flops_by_reg.png
The bar under the picture is 20 microns long. Other sequential cells in the stronger gray, the rest of the logic in the fainter gray.
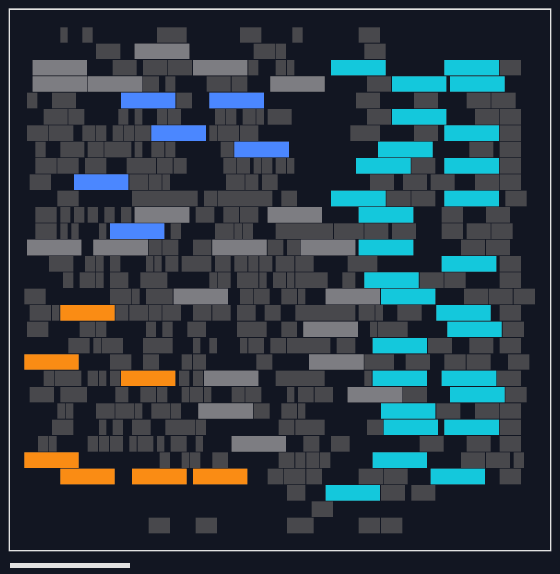
io_fan.png
The bar under the picture is 20 microns long.
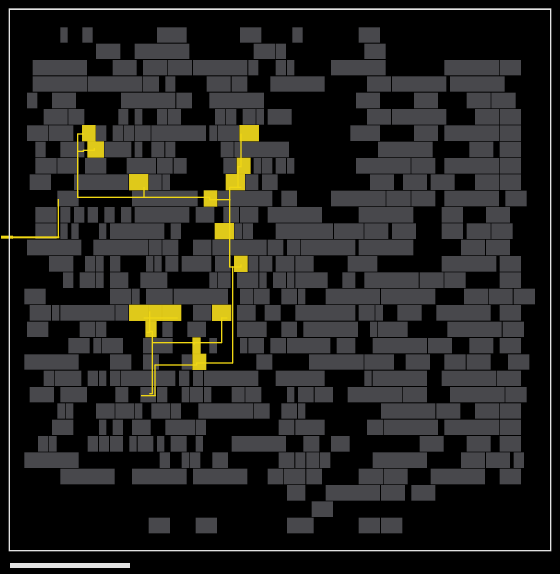
clocks.png
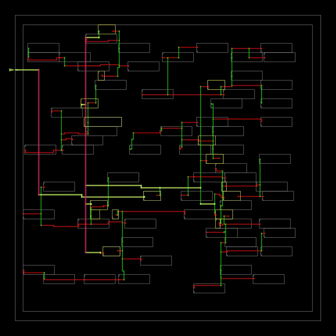
File: src/rtl/ram_stream_pkg.sv
// rtl/ram_stream_pkg.sv - shared state encodings and constants for ram_stream_reader
package ram_stream_pkg;

    localparam int unsigned SKID_DEPTH     = 2;
    localparam int          DEF_ADDR_WIDTH = 6;
    localparam int          DEF_DATA_WIDTH = 14;

    typedef logic [1:0] state_t;

    localparam state_t ST_IDLE   = 2'd0;
    localparam state_t ST_RUN    = 2'd1;
    localparam state_t ST_FINISH = 2'd2;

    typedef logic [DEF_ADDR_WIDTH:0] len_t;

endpackage

File: src/rtl/skid_buffer_2.sv
// rtl/skid_buffer_2.sv - two-entry FIFO that absorbs the RAM read latency
module skid_buffer_2
    import ram_stream_pkg::*;
#(
    parameter int DATA_WIDTH = DEF_DATA_WIDTH
) (
    input  logic                  clk,
    input  logic                  rst_n,
    input  logic                  push,
    input  logic [DATA_WIDTH-1:0] push_data,
    input  logic                  pop,
    output logic [DATA_WIDTH-1:0] head_data,
    output logic [1:0]            occupancy
);

    logic [DATA_WIDTH-1:0] entry [SKID_DEPTH];
    logic                  wr_ptr;
    logic                  rd_ptr;

    assign head_data = entry[rd_ptr];

    // The issuer never pushes into a full buffer, so no overflow guard is needed here.
    always_ff @(posedge clk or negedge rst_n) begin
        if (!rst_n) begin
            entry[0]  <= '0;
            entry[1]  <= '0;
            wr_ptr    <= 1'b0;
            rd_ptr    <= 1'b0;
            occupancy <= 2'd0;
        end else begin
            if (push) begin
                entry[wr_ptr] <= push_data;
                wr_ptr        <= ~wr_ptr;
            end
            if (pop) begin
                rd_ptr <= ~rd_ptr;
            end
            case ({push, pop})
                2'b10:   occupancy <= occupancy + 2'd1;
                2'b01:   occupancy <= occupancy - 2'd1;
                default: occupancy <= occupancy;
            endcase
        end
    end

endmodule

File: src/rtl/ram_stream_reader.sv
// rtl/ram_stream_reader.sv - walks a RAM address range and streams the words out valid/ready
module ram_stream_reader
    import ram_stream_pkg::*;
#(
    parameter int ADDR_WIDTH = DEF_ADDR_WIDTH,
    parameter int DATA_WIDTH = DEF_DATA_WIDTH
) (
    input  logic                  clk,
    input  logic                  rst_n,
    input  logic                  start,
    input  logic [ADDR_WIDTH-1:0] start_addr,
    input  logic [ADDR_WIDTH:0]   length,
    output logic                  busy,
    output logic                  done,
    output logic [ADDR_WIDTH-1:0] mem_addr,
    output logic                  mem_write_en,
    input  logic [DATA_WIDTH-1:0] mem_data,
    output logic [DATA_WIDTH-1:0] out_data,
    output logic                  out_valid,
    input  logic                  out_ready
);

    state_t                state;
    logic [ADDR_WIDTH-1:0] addr;
    logic [ADDR_WIDTH-1:0] last_addr;
    logic [ADDR_WIDTH:0]   issue_remaining;
    logic [ADDR_WIDTH:0]   accept_remaining;
    logic                  inflight;
    logic [1:0]            occupancy;
    logic                  issue;
    logic                  pop;
    logic [2:0]            pending;

    assign pop       = out_valid & out_ready;
    assign out_valid = (occupancy != 2'd0);

    // Words buffered or on their way, after this cycle's pop, must leave room for one more.
    assign pending = {1'b0, occupancy} + {2'b0, inflight} - {2'b0, pop};
    assign issue   = (state == ST_RUN) && (issue_remaining != '0)
                     && (pending < 3'(SKID_DEPTH));

    // The RAM registers the address itself, so the issue address is presented combinationally.
    assign mem_addr     = issue ? addr : last_addr;
    assign mem_write_en = 1'b0;
    assign busy         = (state == ST_RUN);
    assign done         = (state == ST_FINISH);

    always_ff @(posedge clk or negedge rst_n) begin
        if (!rst_n) begin
            state            <= ST_IDLE;
            addr             <= '0;
            last_addr        <= '0;
            issue_remaining  <= '0;
            accept_remaining <= '0;
            inflight         <= 1'b0;
        end else begin
            inflight <= issue;
            case (state)
                ST_IDLE: begin
                    if (start) begin
                        addr             <= start_addr;
                        issue_remaining  <= length;
                        accept_remaining <= length;
                        state            <= (length == '0) ? ST_FINISH : ST_RUN;
                    end
                end
                ST_RUN: begin
                    if (issue) begin
                        last_addr       <= addr;
                        addr            <= addr + 1'b1;
                        issue_remaining <= issue_remaining - 1'b1;
                    end
                    if (pop) begin
                        accept_remaining <= accept_remaining - 1'b1;
                        if (accept_remaining == (ADDR_WIDTH+1)'(1)) begin
                            state <= ST_FINISH;
                        end
                    end
                end
                ST_FINISH: state <= ST_IDLE;
                default:   state <= ST_IDLE;
            endcase
        end
    end

    skid_buffer_2 #(
        .DATA_WIDTH (DATA_WIDTH)
    ) u_skid (
        .clk       (clk),
        .rst_n     (rst_n),
        .push      (inflight),
        .push_data (mem_data),
        .pop       (pop),
        .head_data (out_data),
        .occupancy (occupancy)
    );

endmodule

File: config.mk
export PLATFORM = sky130hd
export DESIGN_NAME = ram_stream_reader
export DESIGN_NICKNAME = d
export VERILOG_FILES = /design/src/rtl/ram_stream_pkg.sv /design/src/rtl/skid_buffer_2.sv /design/src/rtl/ram_stream_reader.sv
export SDC_FILE = /design/constraint.sdc
export NUM_CORES = 1
export LEC_CHECK = 0
export CAP_MARGIN = 10
export CORE_MARGIN = 2
export CORE_UTILIZATION = 45
export DETAILED_ROUTE_END_ITERATION = 8
export PLACE_DENSITY = 0.69
export SYNTH_ARGS = -nofsm -noshare
export SYNTH_HDL_FRONTEND = slang
export SYNTH_SLANG_ARGS = --single-unit
File: constraint.sdc
create_clock -name clk -period 4.09 [get_ports clk]
set_clock_uncertainty 0.15 [all_clocks]
set_input_delay 0.818 -clock clk [delete_from_list [all_inputs] [get_ports clk]]
set_output_delay 0.818 -clock clk [all_outputs]
set_load 0.02 [all_outputs]
==> flow_summary.ini <==
; physical design summary
[global_routing]
grt_pass1_vias = 2652
grt_max_degree = 40
antenna_found_initial = 0
grt_remaining_overflow = 0
grt_usage_pct = 19.9
grt_first_pass_wirelength_microns = 13000

[layout]
diodes = 0
fin_nets = 408
syn_to_final_growth_pct = 28.8
lay_top_count = dfrtp_1
fin_util_pct = 59.5
drive_gt1_share_pct = 29.0
final_cell_mix = 61 x dfrtp_1, 54 x mux2_2, 45 x clkdlybuf4s50_1
num-fill-cells = 602
final_area_sq_um = 4270

[clocking]
cts.sinks = 61
clock_path_buffers = 2
hold_buffers = 0
cts_max_level = 3
cts.reportedPaths.clkPinSlew_ns = 0.07
cts_tree = done
insertion_delay_ns = 0.34
cts-root-buf = clkbuf_8

[job]
drv_cap = 0
warning_count = 28

[die]
chip_area_sq_um = 8070
die_y_microns = 89.8
initial_core_util_pct = 46.2
core-area_sq_um = 7180
die_w_microns = 89.8
ios = 55
row_count = 31

[routing]
wirelength_microns = 7670
antenna_left = 0
first_pass_iters = 4
drtIter0Drc = 137
routed-via-count = 2637
viasPerCell = 5.55
routedWlPerCell_microns = 16.1
route.detailed.drc = 0

[timing]
setup_tns_ns = 0
worst_slack_ns = 0.329
relSlewSlack_pct = 55.7
slew_violations = 0
finalHoldViolations = 0
fin_crit_sh_pct = 92.0
period_minus_slack_ns = 3.76
tightest_slew_ns = 0.665
rsz0062_at_grt = no
max_freq_mhz = 266
setup_viol = 0

[place]
place_area_sq_um = 4000
io_buffers = 53
dp_slack_ns = -0.517
hpwl_microns = 5060
gp_congestion = 0.848

[logic_synthesis]
top_area_cell = dfrtp_1
synth_area_per_cell_sq_um = 10.9
synth_top_area_share_pct = 46.0
async_flop_share_pct = 100
area_leaders = dfrtp_1 46%, mux2_2 18%, a21oi_1 2.4%, nor2_1 1.9%, ha_1 1.9%
yosys_area_sq_um = 3320
synth-main-ff-cell = dfrtp_1
synth_cells = 303
syn_nets = 340
ys_cells = 303
ys_types = 57
synth-seq-cells = 61
enable_flop_cells = 0
ys_seq_share_pct = 46.0
synth_area_sq_um = 3320
yosysWarningCount = 0

[critical_path]
critPathKind = in2out
cp-end-kind = output pin
start_kind = input pin
required_ns = 3.12
crit_arrival_ns = 2.79
crit_fanout = 7

[pwr]
switching_share_pct = 40.0
finalPower_mw = 4.20
power_density_nw_per_um2 = 983
internal-power_mw = 2.52
p_comb_share_pct = 59.2
pwr-share-seq_pct = 28.2
power_frac_clock_pct = 12.6
cellLeakagePower_nw = 1.79
peakVddDrop_v = 0.000446
p_switching_mw = 1.68

[run_status]
status = finished, final reports clean

[worst_hold_path]
hp-class = in2async
## Picture notes: flops_by_reg.png
Key: cyan = `u_skid.entry` [placed flops 28]; blue = `addr` [placed flops 6]; orange = `accept_remaining` [placed flops 7, where bottom left]

## Picture notes: io_fan.png
Key: yellow = `start` [direction input, edge left, end cells 16, buffers 2, wire 157 microns]

## Picture notes: clocks.png
Seq cells: 61
Clk. pwr: 530 uW
TritonCTS buffer count: 9
clk_buf instances: 12

-- power groups by stage --
stage / Clock [mW] / Sequential (mW) / Combinational, mW
3_3_place_gp: 0 / 1.17 / 2.27
2_1_floorplan: 0 / 1.07 / 1.64
4_1_cts: 0.541 / 1.18 / 2.39
6_report: 0.530 / 1.18 / 2.49
3_5_place_dp: 0 / 1.19 / 2.31
5_1_grt: 0.568 / 1.23 / 2.70
-- synth_stat cells (5+ instances only) --
cell and n:
dfrtp_1 61, mux2_2 54, nor2_1 17, a21oi_1 16, nand2_1 13, o21ai_0 12
clkbuf_1 11, inv_1 9, o22ai_1 8, nand3_1 7, a211oi_1 6, nand2b_1 6
nor3_1 6, o22a_1 6, buf_1 5, ha_1 5
-- logic make-up after synthesis --
kind of cell | after synthesis | synth area share (%)
multiplexers | 58 | 19.5
other | 1 | 0.113
XOR/XNOR | 4 | 1.06
buffers and inverters | 30 | 3.96
flip-flops | 61 | 46.0
AND-OR/OR-AND | 68 | 14.4
AND/OR/NAND/NOR | 75 | 12.4
adder cells (fa/ha/maj) | 6 | 2.49
-- per-layer routing --
metal  wire length [microns]  GRT usage [%]  up-vias
li1                        -              -     1252
met1                    3460           26.3     1271
met2                    3590           31.3       98
met3                     467           4.44       16
met4                     160           9.36        0
met5                       0              0        -
-- final timing paths --
check,endpoint,slack (ns),cells after the start,from
setup / recovery,mem_addr[3],0.33,10,out_ready
hold / removal,u_skid.entry[22],0.29,1,rst_n
setup reg to reg,issue_remaining[1],1.15,10,u_skid.occupancy[0]
hold reg to reg,last_addr[5],0.33,2,last_addr[5]
max in group asynchronous,addr[4],2.59,2,rst_n
min in group clk,last_addr[5],0.33,2,last_addr[5]
-- per-stage QoR --
step,hold WS (ns),std cells
finish,0.292,475
detailed placement,0.315,453
floorplan,0.289,303
global route,0.320,475
global placement,0.303,453
CTS,0.292,472
-- worst max-delay path: stages --
cell and delay [ns]:
dlymetal6s2s_1 0.14, buf_4 0.15, mux2i_2 0.17, nand2_1 0.11, fa_2 0.45, xnor2_4 0.20, o2111ai_4 0.16, buf_12 0.17
mux2_2 0.26, buf_2 0.16
-- repair_timing --
item	4_1_cts	5_1_grt
endpoints found under the setup margin	6	6
setup buffers	3	2
pin swaps	2	2
hold endpoints to repair	0	0
gates resized	18	12
cloned	0	1
-- sequential cells by signal, summed over array words and instances, names as in the netlist, 2 cells and up --
name / cells
u_skid.entry: 28
accept_remaining: 7
issue_remaining: 7
addr: 6
last_addr: 6
state: 2
u_skid.occupancy: 2
-- layout make-up --
type | instances | area, sq um | share of cell area [%]
multi-input combinational | 212 | 1690 | 39.5
sequential | 61 | 1530 | 35.7
timing repair buffer | 76 | 701 | 16.4
clock buffer | 12 | 145 | 3.40
tap | 99 | 124 | 2.90
clock inverter | 4 | 47.5 | 1.11
inverter | 11 | 41.3 | 0.967
Power figures rest on the tool's default switching activity, not on a simulated workload.
